## config.mk

```make
export PLATFORM = sky130hd
export DESIGN_NAME = gstdmasnd
export DESIGN_NICKNAME = d
export VERILOG_FILES = /design/src/rtl/gstdmasnd.sv
export SDC_FILE = /design/constraint.sdc
export NUM_CORES = 1
export LEC_CHECK = 0
export CORE_ASPECT_RATIO = 2
export CORE_UTILIZATION = 45
export CTS_CLUSTER_DIAMETER = 100
export DETAILED_ROUTE_END_ITERATION = 7
export SETUP_SLACK_MARGIN = 0.02
export SYNTH_ARGS = -nofsm -noshare
export SYNTH_HDL_FRONTEND = slang
export SYNTH_SLANG_ARGS = --single-unit
```

## constraint.sdc

```tcl
create_clock -name clk32 -period 4.5 [get_ports clk32]
set_input_delay 0.9 -clock clk32 [delete_from_list [all_inputs] [get_ports clk32]]
set_output_delay 0.9 -clock clk32 [all_outputs]
set_load 0.02 [all_outputs]
```

## src/rtl/gstdmasnd.sv

```systemverilog
// gstdmasnd: FIFO-buffered 8-bit stereo/mono audio sender with a divided, rate-selectable sample tick.
// Optional feature: define GSTDMASND_UNDERRUN_EN to add the sticky underrun output.
module gstdmasnd #(
  parameter int unsigned FIFO_ADDR_BITS = 3,
  parameter int unsigned BASE_DIV       = 640
) (
  input  logic                    clk32,
  input  logic                    resb,
  input  logic                    mode_we,
  input  logic [2:0]              mode_in,
  input  logic                    SLOAD_N,
  input  logic [15:0]             MDIN,
  input  logic                    flush,
  output logic                    SREQ,
  output logic [7:0]              audio_left,
  output logic [7:0]              audio_right,
  output logic                    sample_tick,
  output logic [FIFO_ADDR_BITS:0] level
`ifdef GSTDMASND_UNDERRUN_EN
  ,
  output logic                    underrun
`endif
);

  localparam int unsigned Depth = 1 << FIFO_ADDR_BITS;
  localparam int unsigned DivW  = (BASE_DIV > 1) ? $clog2(BASE_DIV) : 1;
  localparam logic [DivW-1:0]           DivMax   = DivW'(BASE_DIV - 1);
  localparam logic [FIFO_ADDR_BITS:0]   DepthCnt = {1'b1, {FIFO_ADDR_BITS{1'b0}}};
  localparam logic [FIFO_ADDR_BITS:0]   CntOne   = (FIFO_ADDR_BITS + 1)'(1);
  localparam logic [FIFO_ADDR_BITS-1:0] PtrOne   = FIFO_ADDR_BITS'(1);

  // Timebase
  logic [DivW-1:0] div_q, div_d;
  logic [2:0]      rate_cnt_q, rate_cnt_d;
  logic            tick_q, tick_d;
  logic            base_tick, rate_hit;

  // Control
  logic [2:0] mode_q, mode_d;
  logic       sload_q, sload_d;
  logic       bytesel_q, bytesel_d;
  logic       mono;

  // FIFO
  logic [15:0]               mem_q [Depth];
  logic [FIFO_ADDR_BITS-1:0] wr_ptr_q, wr_ptr_d;
  logic [FIFO_ADDR_BITS-1:0] rd_ptr_q, rd_ptr_d;
  logic [FIFO_ADDR_BITS:0]   cnt_q, cnt_d;
  logic [15:0]               rd_data;
  logic                      have_data, push, push_ok, pop, wr_en;

  // Outputs
  logic [7:0] audio_l_q, audio_l_d;
  logic [7:0] audio_r_q, audio_r_d;
  logic [7:0] mono_byte;
`ifdef GSTDMASND_UNDERRUN_EN
  logic       underrun_q, underrun_d;
`endif

  assign mono    = mode_q[2];
  assign rd_data = mem_q[rd_ptr_q];

  always_comb begin
    base_tick  = (div_q == '0);
    div_d      = (div_q == DivMax) ? '0 : div_q + DivW'(1);
    rate_cnt_d = base_tick ? rate_cnt_q + 3'd1 : rate_cnt_q;
    case (mode_q[1:0])
      2'b11:   rate_hit = 1'b1;
      2'b10:   rate_hit = ~rate_cnt_q[0];
      2'b01:   rate_hit = (rate_cnt_q[1:0] == 2'b00);
      default: rate_hit = (rate_cnt_q == 3'd0);
    endcase
    tick_d = base_tick & rate_hit;
  end

  always_comb begin
    sload_d   = SLOAD_N;
    mode_d    = mode_we ? mode_in : mode_q;
    have_data = (cnt_q != '0);
    push      = sload_q & ~SLOAD_N;
    // In mono a word is consumed only after its low byte has been played.
    pop       = tick_q & have_data & (~mono | bytesel_q);
    // A full FIFO still takes a word when the same cycle frees a slot.
    push_ok   = push & ((cnt_q != DepthCnt) | pop);
    wr_en     = push_ok & ~flush;

    wr_ptr_d = wr_ptr_q;
    rd_ptr_d = rd_ptr_q;
    cnt_d    = cnt_q;
    if (flush) begin
      wr_ptr_d = '0;
      rd_ptr_d = '0;
      cnt_d    = '0;
    end else begin
      if (push_ok) wr_ptr_d = wr_ptr_q + PtrOne;
      if (pop)     rd_ptr_d = rd_ptr_q + PtrOne;
      case ({push_ok, pop})
        2'b10:   cnt_d = cnt_q + CntOne;
        2'b01:   cnt_d = cnt_q - CntOne;
        default: cnt_d = cnt_q;
      endcase
    end

    bytesel_d = bytesel_q;
    if (flush || mode_we) begin
      bytesel_d = 1'b0;
    end else if (tick_q && have_data && mono) begin
      bytesel_d = ~bytesel_q;
    end
  end

  always_comb begin
    mono_byte = bytesel_q ? rd_data[7:0] : rd_data[15:8];
    audio_l_d = audio_l_q;
    audio_r_d = audio_r_q;
    if (!flush && tick_q) begin
      if (have_data) begin
        if (mono) begin
          audio_l_d = mono_byte ^ 8'h80;
          audio_r_d = mono_byte ^ 8'h80;
        end else begin
          audio_l_d = rd_data[15:8] ^ 8'h80;
          audio_r_d = rd_data[7:0] ^ 8'h80;
        end
      end
`ifdef GSTDMASND_UNDERRUN_EN
      else begin
        audio_l_d = 8'h80;
        audio_r_d = 8'h80;
      end
`endif
    end
  end

`ifdef GSTDMASND_UNDERRUN_EN
  always_comb begin
    underrun_d = underrun_q;
    if (flush) begin
      underrun_d = 1'b0;
    end else if (tick_q && !have_data) begin
      underrun_d = 1'b1;
    end
  end

  always_ff @(posedge clk32 or negedge resb) begin
    if (!resb) begin
      underrun_q <= 1'b0;
    end else begin
      underrun_q <= underrun_d;
    end
  end

  assign underrun = underrun_q;
`endif

  always_ff @(posedge clk32 or negedge resb) begin
    if (!resb) begin
      div_q      <= '0;
      rate_cnt_q <= '0;
      tick_q     <= 1'b0;
      mode_q     <= '0;
      sload_q    <= 1'b1;
      bytesel_q  <= 1'b0;
      wr_ptr_q   <= '0;
      rd_ptr_q   <= '0;
      cnt_q      <= '0;
      audio_l_q  <= 8'h80;
      audio_r_q  <= 8'h80;
    end else begin
      div_q      <= div_d;
      rate_cnt_q <= rate_cnt_d;
      tick_q     <= tick_d;
      mode_q     <= mode_d;
      sload_q    <= sload_d;
      bytesel_q  <= bytesel_d;
      wr_ptr_q   <= wr_ptr_d;
      rd_ptr_q   <= rd_ptr_d;
      cnt_q      <= cnt_d;
      audio_l_q  <= audio_l_d;
      audio_r_q  <= audio_r_d;
    end
  end

  // Sample storage carries no reset; validity is tracked by the count.
  always_ff @(posedge clk32) begin
    if (wr_en) begin
      mem_q[wr_ptr_q] <= MDIN;
    end
  end

  assign SREQ        = (cnt_q != DepthCnt);
  assign level       = cnt_q;
  assign sample_tick = tick_q;
  assign audio_left  = audio_l_q;
  assign audio_right = audio_r_q;

endmodule
```

### I/O nets highlighted

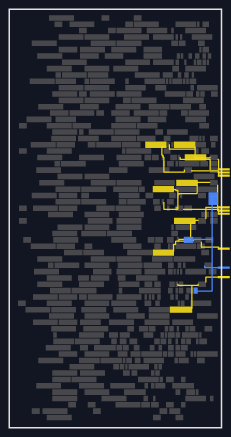
| color | port | bits | direction | edge | end cells | buffers | wire |
|---|---|---|---|---|---|---|---|
| blue | mode_we | 1 | input | east | 4 | 1 | 67.6 um |
| yellow | audio_right | 8 | output | east | 8 | 8 | 233 um |

### Routed metal, one color a layer

Bar = 20 um.
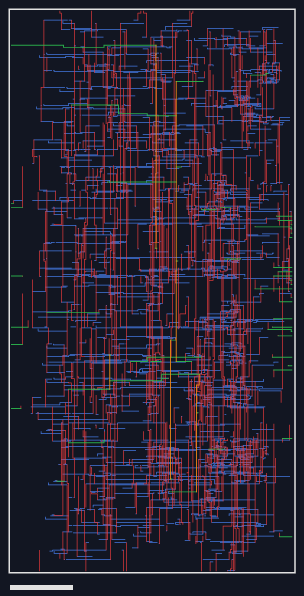
| color | layer | wire length |
|---|---|---|
| orange | M4 | 247 um |
| blue | M1 | 5370 um |
| red | M2 | 7560 um |
| green | M3 | 379 um |

### Clock wiring as the flow saved it

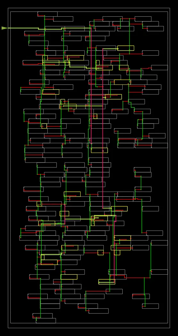
TritonCTS buffer count: 17
flip-flop and latch count: 173
maximum clock skew at final layout: 0.00823 ns
Power Clock: 1420 uW
clock buffer count: 23

### Sequential cells colored by netlist name

Bar = 20 um. Other sequential cells in the stronger gray, the rest of the logic in the fainter gray.
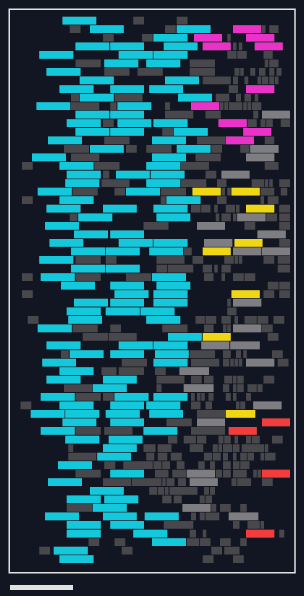
| color | name in the netlist | flops |
|---|---|---|
| magenta | div_q | 10 |
| yellow | audio_right | 8 |
| red | level | 4 |
| cyan | mem_q | 128 |
not colored: 23

### Drive-strength map

Bar = 20 um.
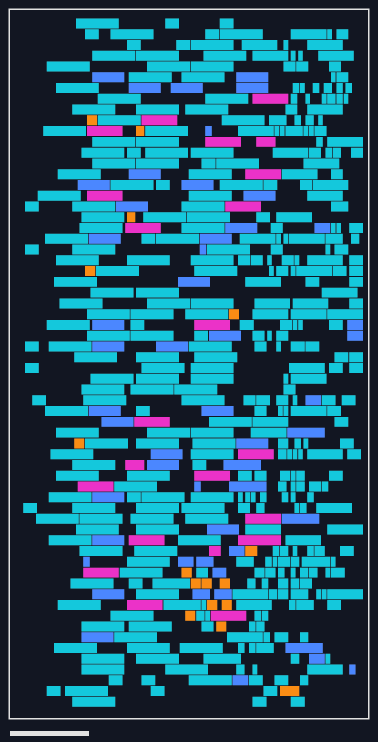
| color | size | cells | share |
|---|---|---|---|
| blue | x2 | 51 | 11% |
| orange | x3 and x4 | 16 | 3.4% |
| cyan | x1 and smaller | 384 | 81% |
| magenta | x6 and larger | 22 | 4.7% |

==> run notes <==
Implementation numbers.

- The flow ran to the end, and the final reports show no timing, DRC or antenna violations.
- The total global routing overflow is 0.
- The first global-routing pass estimated 21400 um of wire.
- Port buffering added 45 buffers.
- The count of hold-fix buffers inserted at cts is 0.
- The multi-input combinational cell count reads 207.
- The final critical-path setup slack reads 1.39 ns.
- The antenna diode count is 0.
- Counting instances, the worst hold path has a depth of 1.
- The terminus of the critical flop-to-flop path reads level[3].
- The number of buffers added for setup after CTS is 0.
- In this run the full chip footprint comes out at 0.0162 sq mm.
- Of the total power, combinational logic draws 0.043.
- The cell with the largest stage delay on the worst path reads nor4_1.
- The floorplan die width is roughly 90 um.
- The fraction of area in registers reads 0.599.
- The insertion delay of the later-clocked pin in the worst-skew pair is 0.42 ns.
- The clock passes through at most 2 buffers.
- For this block, the via count after detailed routing is 3733.
- Looking at the hold checks, the worst path lands on rate_cnt_q[2].
- The count of inverters other than clock inverters in the layout reads 7.
- The floorplan core area is 0.0153 sq mm.
- Per the layout area report, the register area comes to 0.00498 sq mm.
- The detailed-route wire length per cell is 20.2 um.
- The worst-case headroom to the max-slew limit reads 0.255.
- For this run, the register share of the synthesized area comes to 0.707.
- The number of clock sinks reads 173.
- The share of the clock period used by the worst path after layout reads 0.692.
- The area taken by multi-input combinational cells is reported as 0.00197 sq mm.
- The area recorded from the Yosys report for this design is 0.00704 sq mm.
- The tally of max-capacitance violations reads 0.
- TritonCTS built the clock tree.
- The via count of the first global-routing pass is 3940.
- The number of different library cells used by synthesis comes to 41.
- The fraction of the core area covered by cells at the end of the flow is 0.543.
- The adder-cell share of the synthesized area reads 0.0171.
- In the setup report, the worst path falls into the class input port to flip-flop.
- The clock distribution area overhead in the final layout is 0.0698.
- The setup total negative slack reads 0 ns.
- Of the cells placed in the final design, the portion with a size suffix greater than 1 is 0.188.
- The most instantiated logic cell after routing reads edfxtp_1.
- The worst reg-to-reg setup slack is 1.81 ns.
- The number of failing setup endpoints in the final timing report is 0.
- The synth_stat.txt file lists the number of cells as about 400.
- The detailed router finished its first iteration with 188 violations.
- The worst hold path belongs to the class flip-flop to flip-flop.
- The maximum VDD drop reads 199 uV.
- The cell at the root of the clock tree is clkbuf_16.
cell usage after synthesis (2+ instances only):
| cell type | count | share of area |
|---|---|---|
| ha_1 | 8 | 0.014 |
| mux2i_1 | 18 | 0.026 |
| buf_2 | 7 | 0.0050 |
| nor2_1 | 17 | 0.0091 |
| buf_1 | 2 | 0.0011 |
| or4_1 | 2 | 0.0021 |
| nor3_1 | 6 | 0.0043 |
| mux4_2 | 29 | 0.093 |
| nor4_1 | 3 | 0.0027 |
| dfstp_2 | 3 | 0.011 |
| o221ai_1 | 15 | 0.019 |
| or3_1 | 5 | 0.0044 |
| nand2b_1 | 2 | 0.0018 |
| xor2_1 | 7 | 0.0087 |
| nand2_1 | 29 | 0.015 |
| dfrtp_1 | 42 | 0.15 |
| nor2b_1 | 5 | 0.0044 |
| xnor2_1 | 6 | 0.0075 |
| o211ai_1 | 2 | 0.0021 |
| inv_1 | 7 | 0.0037 |
| a31oi_1 | 2 | 0.0018 |
| o21ai_0 | 3 | 0.0021 |
| buf_6 | 2 | 0.0032 |
| nand3_1 | 13 | 0.0092 |
| mux4_1 | 3 | 0.011 |
| mux2_2 | 8 | 0.013 |
| clkbuf_1 | 4 | 0.0021 |
| a21oi_1 | 6 | 0.0043 |
| nand4_1 | 4 | 0.0036 |
| edfxtp_1 | 128 | 0.55 |
| a21o_1 | 2 | 0.0021 |
| and3b_1 | 2 | 0.0025 |
| nor3b_1 | 3 | 0.0032 |
logic make-up after synthesis:
| logic type | count (synthesis) |
|---|---|
| xor gates and xnor gates | 13 |
| DFF | 173 |
| buffers and inverters | 23 |
| adders and majority gates | 9 |
| and+or+nand+nor | 95 |
| muxes | 58 |
| AOI/OAI and AO/OA | 32 |
through the flow:
step / power, uW / cell area [sq um] / hold slack [ns]
finish: 3320 / 8310 / 0.497
global route: 3410 / 8310 / 0.516
CTS: 3350 / 8310 / 0.501
detailed placement: 1940 / 7730 / 0.480
global placement: 1930 / 7730 / 0.479
floorplan: 1850 / 7040 / 0.445
power groups by stage:
| stage | clock (uW) | sequential [uW] | combinational [uW] |
|---|---|---|---|
| after detailed placement | 0 | 1790 | 144 |
| after floorplan | 0 | 1810 | 43.1 |
| final | 1420 | 1760 | 143 |
| after global placement | 0 | 1790 | 141 |
| after CTS | 1450 | 1760 | 145 |
| after global routing | 1500 | 1760 | 155 |
worst max-delay path, delay by kind of cell:
family,cells,cell delay (ns)
buf+inv,1,0.50
compound gates,2,0.38
simple gates,4,1.28
fa+ha+maj,1,0.40
flip-flops by register name, summed over array words and instances (netlist names):
name	flops
rate_cnt_q	3
audio_right	8
wr_ptr_q	3
level	4
mem_q	128
sample_tick	1
audio_left	8
rd_ptr_q	3
sload_q	1
div_q	10
bytesel_q	1
mode_q	3
metal layers:
layer | share of wire | up-vias | global-route usage
met4 | 0.018 | 0 | 0.0786
met2 | 0.56 | 67 | 0.333
met5 | 0 | - | 0
met1 | 0.40 | 1946 | 0.202
li1 | - | 1704 | -
met3 | 0.028 | 16 | 0.0348
No activity file was given, so power comes from the tool's default toggle rates.
